[config.mk]
export PLATFORM = sky130hd
export DESIGN_NAME = mult_regfile_seq
export DESIGN_NICKNAME = d
export VERILOG_FILES = /design/src/rtl/mult_regfile_seq.sv
export SDC_FILE = /design/constraint.sdc
export NUM_CORES = 2
export LEC_CHECK = 0
export CORE_UTILIZATION = 30
export CTS_CLUSTER_DIAMETER = 150
export CTS_CLUSTER_SIZE = 28
export DETAILED_ROUTE_END_ITERATION = 16
export GPL_TIMING_DRIVEN = 1
export PLACE_DENSITY = 0.49
export SLEW_MARGIN = 40
export SYNTH_ARGS = -nofsm -noshare
export SYNTH_HDL_FRONTEND = slang
export SYNTH_SLANG_ARGS = --single-unit
[constraint.sdc]
create_clock -name clk -period 3.8 [get_ports clk]
set_input_delay 0.76 -clock clk [delete_from_list [all_inputs] [get_ports clk]]
set_output_delay 0.76 -clock clk [all_outputs]
set_load 0.05 [all_outputs]
[src/rtl/mult_regfile_seq.sv]
// mult_regfile_seq: register file with an iterative shift-add multiplier,
// driven by a four-phase req/ack handshake (LOAD, MUL, READ, MAC).
//
// Ports:
//   clk, rst_n      clock, asynchronous active-low reset
//   req / ack       four-phase handshake (req may be asynchronous)
//   op              00 LOAD, 01 MUL, 10 READ, 11 MAC
//   rd, rm, rs      destination, operand A / READ source, operand B
//   wdata / rdata   LOAD data in, READ data out
//   busy            high whenever the FSM is not idle
//   ovf             multiply overflow flag
//
// Build option: define MULT_OVF_EN to keep the full 2N-bit product and
// drive ovf; otherwise the accumulator is N bits and ovf is tied low.
module mult_regfile_seq #(
  parameter int N      = 32,
  parameter int REG_AW = 4
) (
  input  logic              clk,
  input  logic              rst_n,
  input  logic              req,
  output logic              ack,
  input  logic [1:0]        op,
  input  logic [REG_AW-1:0] rd,
  input  logic [REG_AW-1:0] rm,
  input  logic [REG_AW-1:0] rs,
  input  logic [N-1:0]      wdata,
  output logic [N-1:0]      rdata,
  output logic              busy,
  output logic              ovf
);

  localparam int NR = 2**REG_AW;
  localparam int CW = $clog2(N+1);
`ifdef MULT_OVF_EN
  localparam int PW = 2*N;
`else
  localparam int PW = N;
`endif

  localparam logic [1:0] OP_LOAD = 2'b00;
  localparam logic [1:0] OP_MUL  = 2'b01;
  localparam logic [1:0] OP_READ = 2'b10;
  localparam logic [1:0] OP_MAC  = 2'b11;

  typedef enum logic [2:0] {
    S_IDLE,
    S_FETCH,
    S_MUL,
    S_WB,
    S_ACK
  } state_t;

  state_t r_st;
  state_t w_nxt;

  logic              r_sync1;
  logic              r_req_s;
  logic [1:0]        r_op;
  logic [REG_AW-1:0] r_rd;
  logic [N-1:0]      r_wd;
  logic [PW-1:0]     r_a;
  logic [N-1:0]      r_b;
  logic [N-1:0]      r_c;
  logic [PW-1:0]     r_acc;
  logic [CW-1:0]     r_cnt;
  logic [N-1:0]      r_rdata;
  logic [N-1:0]      r_regs [NR];

  logic [N-1:0]      w_lo;
  logic [N-1:0]      w_mac;

  assign w_lo  = r_acc[N-1:0];
  assign w_mac = r_c + w_lo;
  assign rdata = r_rdata;

`ifdef MULT_OVF_EN
  logic r_ovf;
  logic w_cy;
  // An N-bit add carried out iff the wrapped sum is below an addend.
  assign w_cy = (w_mac < r_c);
  assign ovf  = r_ovf;
`else
  assign ovf  = 1'b0;
`endif

  // Two-flop synchroniser for the asynchronous request.
  always_ff @(posedge clk or negedge rst_n) begin
    if (!rst_n) begin
      r_sync1 <= 1'b0;
      r_req_s <= 1'b0;
    end else begin
      r_sync1 <= req;
      r_req_s <= r_sync1;
    end
  end

  always_ff @(posedge clk or negedge rst_n) begin
    if (!rst_n) r_st <= S_IDLE;
    else        r_st <= w_nxt;
  end

  always_comb begin
    w_nxt = r_st;
    unique case (r_st)
      S_IDLE:  if (r_req_s) w_nxt = S_FETCH;
      // op[0] selects the multiplying commands (MUL, MAC).
      S_FETCH: w_nxt = op[0] ? S_MUL : S_WB;
      S_MUL:   if (r_cnt == CW'(1)) w_nxt = S_WB;
      S_WB:    w_nxt = S_ACK;
      S_ACK:   if (!r_req_s) w_nxt = S_IDLE;
      default: w_nxt = S_IDLE;
    endcase
  end

  always_comb begin
    ack  = (r_st == S_ACK);
    busy = (r_st != S_IDLE);
  end

  always_ff @(posedge clk or negedge rst_n) begin
    if (!rst_n) begin
      r_op    <= '0;
      r_rd    <= '0;
      r_wd    <= '0;
      r_a     <= '0;
      r_b     <= '0;
      r_c     <= '0;
      r_acc   <= '0;
      r_cnt   <= '0;
      r_rdata <= '0;
`ifdef MULT_OVF_EN
      r_ovf   <= 1'b0;
`endif
      for (int i = 0; i < NR; i++) r_regs[i] <= '0;
    end else begin
      case (r_st)
        S_FETCH: begin
          r_op  <= op;
          r_rd  <= rd;
          r_wd  <= wdata;
          r_a   <= PW'(r_regs[rm]);
          r_b   <= r_regs[rs];
          r_c   <= r_regs[rd];
          r_acc <= '0;
          r_cnt <= CW'(N);
        end
        S_MUL: begin
          if (r_b[0]) r_acc <= r_acc + r_a;
          r_a   <= r_a << 1;
          r_b   <= r_b >> 1;
          r_cnt <= r_cnt - CW'(1);
        end
        S_WB: begin
          case (r_op)
            OP_LOAD: r_regs[r_rd] <= r_wd;
            OP_READ: r_rdata <= r_a[N-1:0];
            OP_MUL: begin
              r_regs[r_rd] <= w_lo;
`ifdef MULT_OVF_EN
              r_ovf <= |r_acc[PW-1:N];
`endif
            end
            OP_MAC: begin
              r_regs[r_rd] <= w_mac;
`ifdef MULT_OVF_EN
              r_ovf <= (|r_acc[PW-1:N]) | w_cy;
`endif
            end
            default: ;
          endcase
        end
        default: ;
      endcase
    end
  end

endmodule

### Routed metal per tile

The die is cut into 20 by 20 equal tiles; black is low, pale yellow is high, scaled to the fullest tile. Values are wire area over tile area, all layers added.
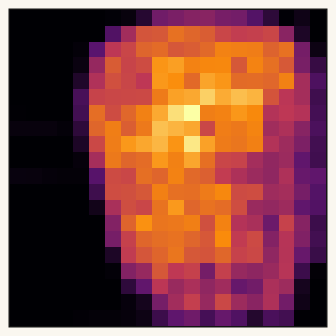
tiles over half the peak: 39%
nearly empty tiles: 28%
fullest tile: 0.67

### Cell placement

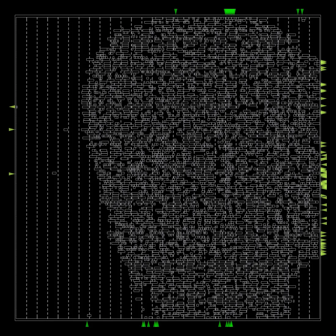
post-layout util: 33.96%
Flops: 721
Core Region: 158900 µm²
FP Rows: 146
tap cells: 2072

### Close-up of the layout

The bar under the picture is 10 µm long. Region (189, 108) to (214, 133) µm. Cells in gray, sequential cells in the stronger gray; small squares are vias.
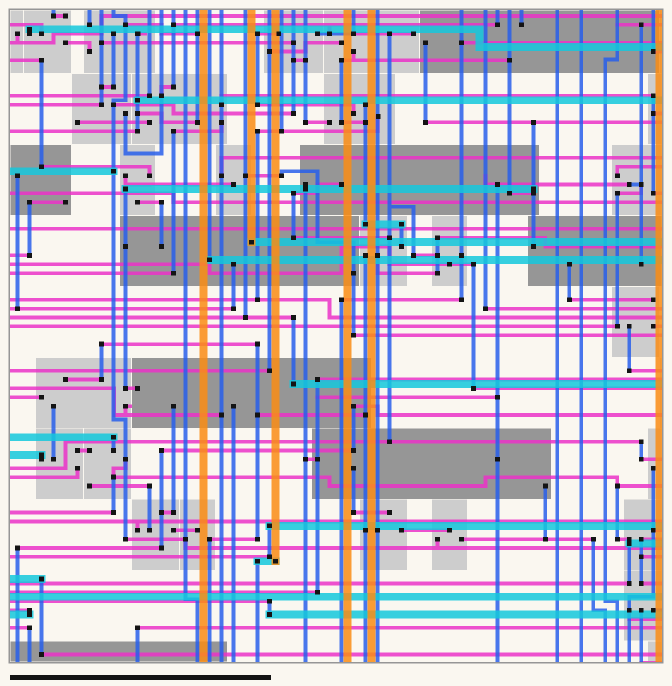
[orange] M4
[magenta] M1
[blue] M2
[cyan] M3
netlist names of flops here include: r_c (1)
cells with their middle in the window: 28
most frequent: o21ai_0 (7), dfrtp_1 (6), nand2_1 (4)
sequential cells in the window: 6

### Clock distribution

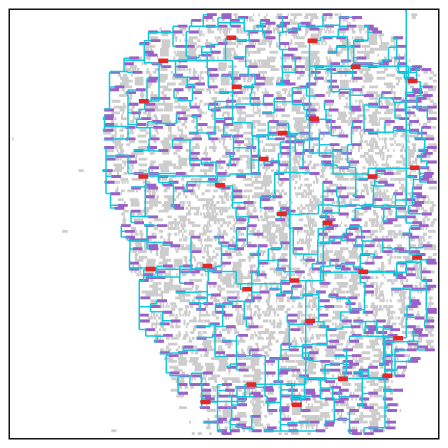
[purple] flip-flops | count: 721
[cyan] clock wires | length: 10100 µm
[red] clock-net drivers | count: 29
routed clock nets: 30
skew final: 53.34 ps
Clk pwr share: 11.2%
Late-Pin Clk Latency: 710 ps
Clk. pwr: 4140 µW

==> qor.csv <==
metric;value;unit
area_leaders;dfrtp_1 (37%), mux4_2 (22%), o21ai_0 (8.1%), nand2_1 (4.9%), clkbuf_1 (3.3%);
synthTopLogicFamily;multiplexers;
met2_length;98.73;mm
yosys_warnings;0;
lay_top_cells;o21ai_0 (783), dfrtp_1 (719), nand2_1 (615), mux4_2 (480), buf_4 (271);
dp.cells;6712;
synth_area;48200;µm²
synth_area_per_cell;10.19;µm²
use_met1;37.01;%
met1_length;90.26;mm
globalplace.congestion;0.9316;
cts_hold_buf;1;
worstHoldStart;r_sync1;
yosysMostFrequentCell;o21ai_0;
grt_pass1_wl;319.3;mm
clock_sinks;721;
critPathMaxFanout;7;
edf_count;0;
ys_sh_adder;1.744;%
setup_viol;0;
power.static_leakage;0.02202;µW
drv_cap;0;
num-multi-input-gates;3490;
hold_viol_final;0;
fin_crit;3637;ps
wl_per_cell;33.26;µm
syn-num-nets;4843;
pg_comb;19400;µW
async_flop_share;100.0;%
synth_area_leader_cell;dfrtp_1;
crit_slowest_cell;dfrtp_1;
arrival;4260;ps
layout.cells.most_common;o21ai_0;
ys_cells;4728;
cts_buffers;29;
clk_share;1.398;%
routed.top_layer;met5;
aoi_share;20.66;%
hold-path-cell-count;0;
crit_chain;ha_1 > a211oi_1 > o21ai_1 > nand2_1 > o311ai_2 > o21ai_0 > buf_4 > o21ai_0 > xor2_1 > mux2i_1 > a21oi_1 > mux2_2;
gr-usage-met3;6.400;%
cp_common_cell;o21ai_0;
fin_nets;4787;
worstMarginPinSlew;924.8;ps
crit_path_start;r_acc[1];
grt-ovfl-total;0;
setup-tns-final;0;ps
p_int;19240;µW
r2r_slack;160;ps
fin_total_pwr;37000;µW
route.detailed.drc;0;
port_buffers;82;
vdd_ir_drop_max;0.6866;mV
maxPowerGroup;combinational cells;
post_synth_num_cell_types;70;
boundaryPins;84;
synthXorXnorAreaFrac;0.9267;%
hold_ws;368.2;ps
post_cts_resized;0;
ys_ff;721;
logic_area;28570;µm²
slew_violations;0;
clkbuf_count;32;
die_w;402.8;µm
top_cells_by_count;o21ai_0 (784), dfrtp_1 (721), nand2_1 (624);
synthToLayoutAreaGrowth;11.97;%
status;finished clean;
rr_startpoint;r_acc[1];
vias;44010;
wl_met3;24.58;mm
slew_headroom;38.34;%
grt_use_met2;40.52;%
fmax;275.0;MHz
netSwitchingFraction;48.00;%
warnings;27;
whs_endpoint;r_req_s;
fin_crit_sh;95.71;%
synth_cells;4728;
setup_ws;163.0;ps
buf_share;7.261;%
cts.htree.levels;1;
crit_path_end_kind;flop;
cts_root_buffer;clkbuf_16;
fp_util;30.33;%
ant_nets;0;
wl;224.4;mm
slowest_delay;480;ps
ys_seq_share;37.43;%
n_all_inverters;24;
powerDensity;685.5;nW/µm²
mux_share;25.50;%
cts_buffer_depth;3;
seq_area_share;33.43;%
nFillCells;15880;
clkTransAtPathRegs;130;ps
cp_num_cells;12;
antenna_found_initial;8;
hpwl;146.6;mm
pre_cts_slack;151.1;ps
placed_area;53180;µm²
start_kind;flop;
chip_area;162300;µm²
simple_gate_share;9.685;%
drtIter0Drc;6331;
drive_gt1_share;20.73;%
post_layout_nonfiller_instances;6747;
critical_path.top_delay_family;AND-OR/OR-AND gates;
comb_share;52.93;%
vias_per_cell;6.523;
Power figures rest on the tool's default switching activity, not on a simulated workload.
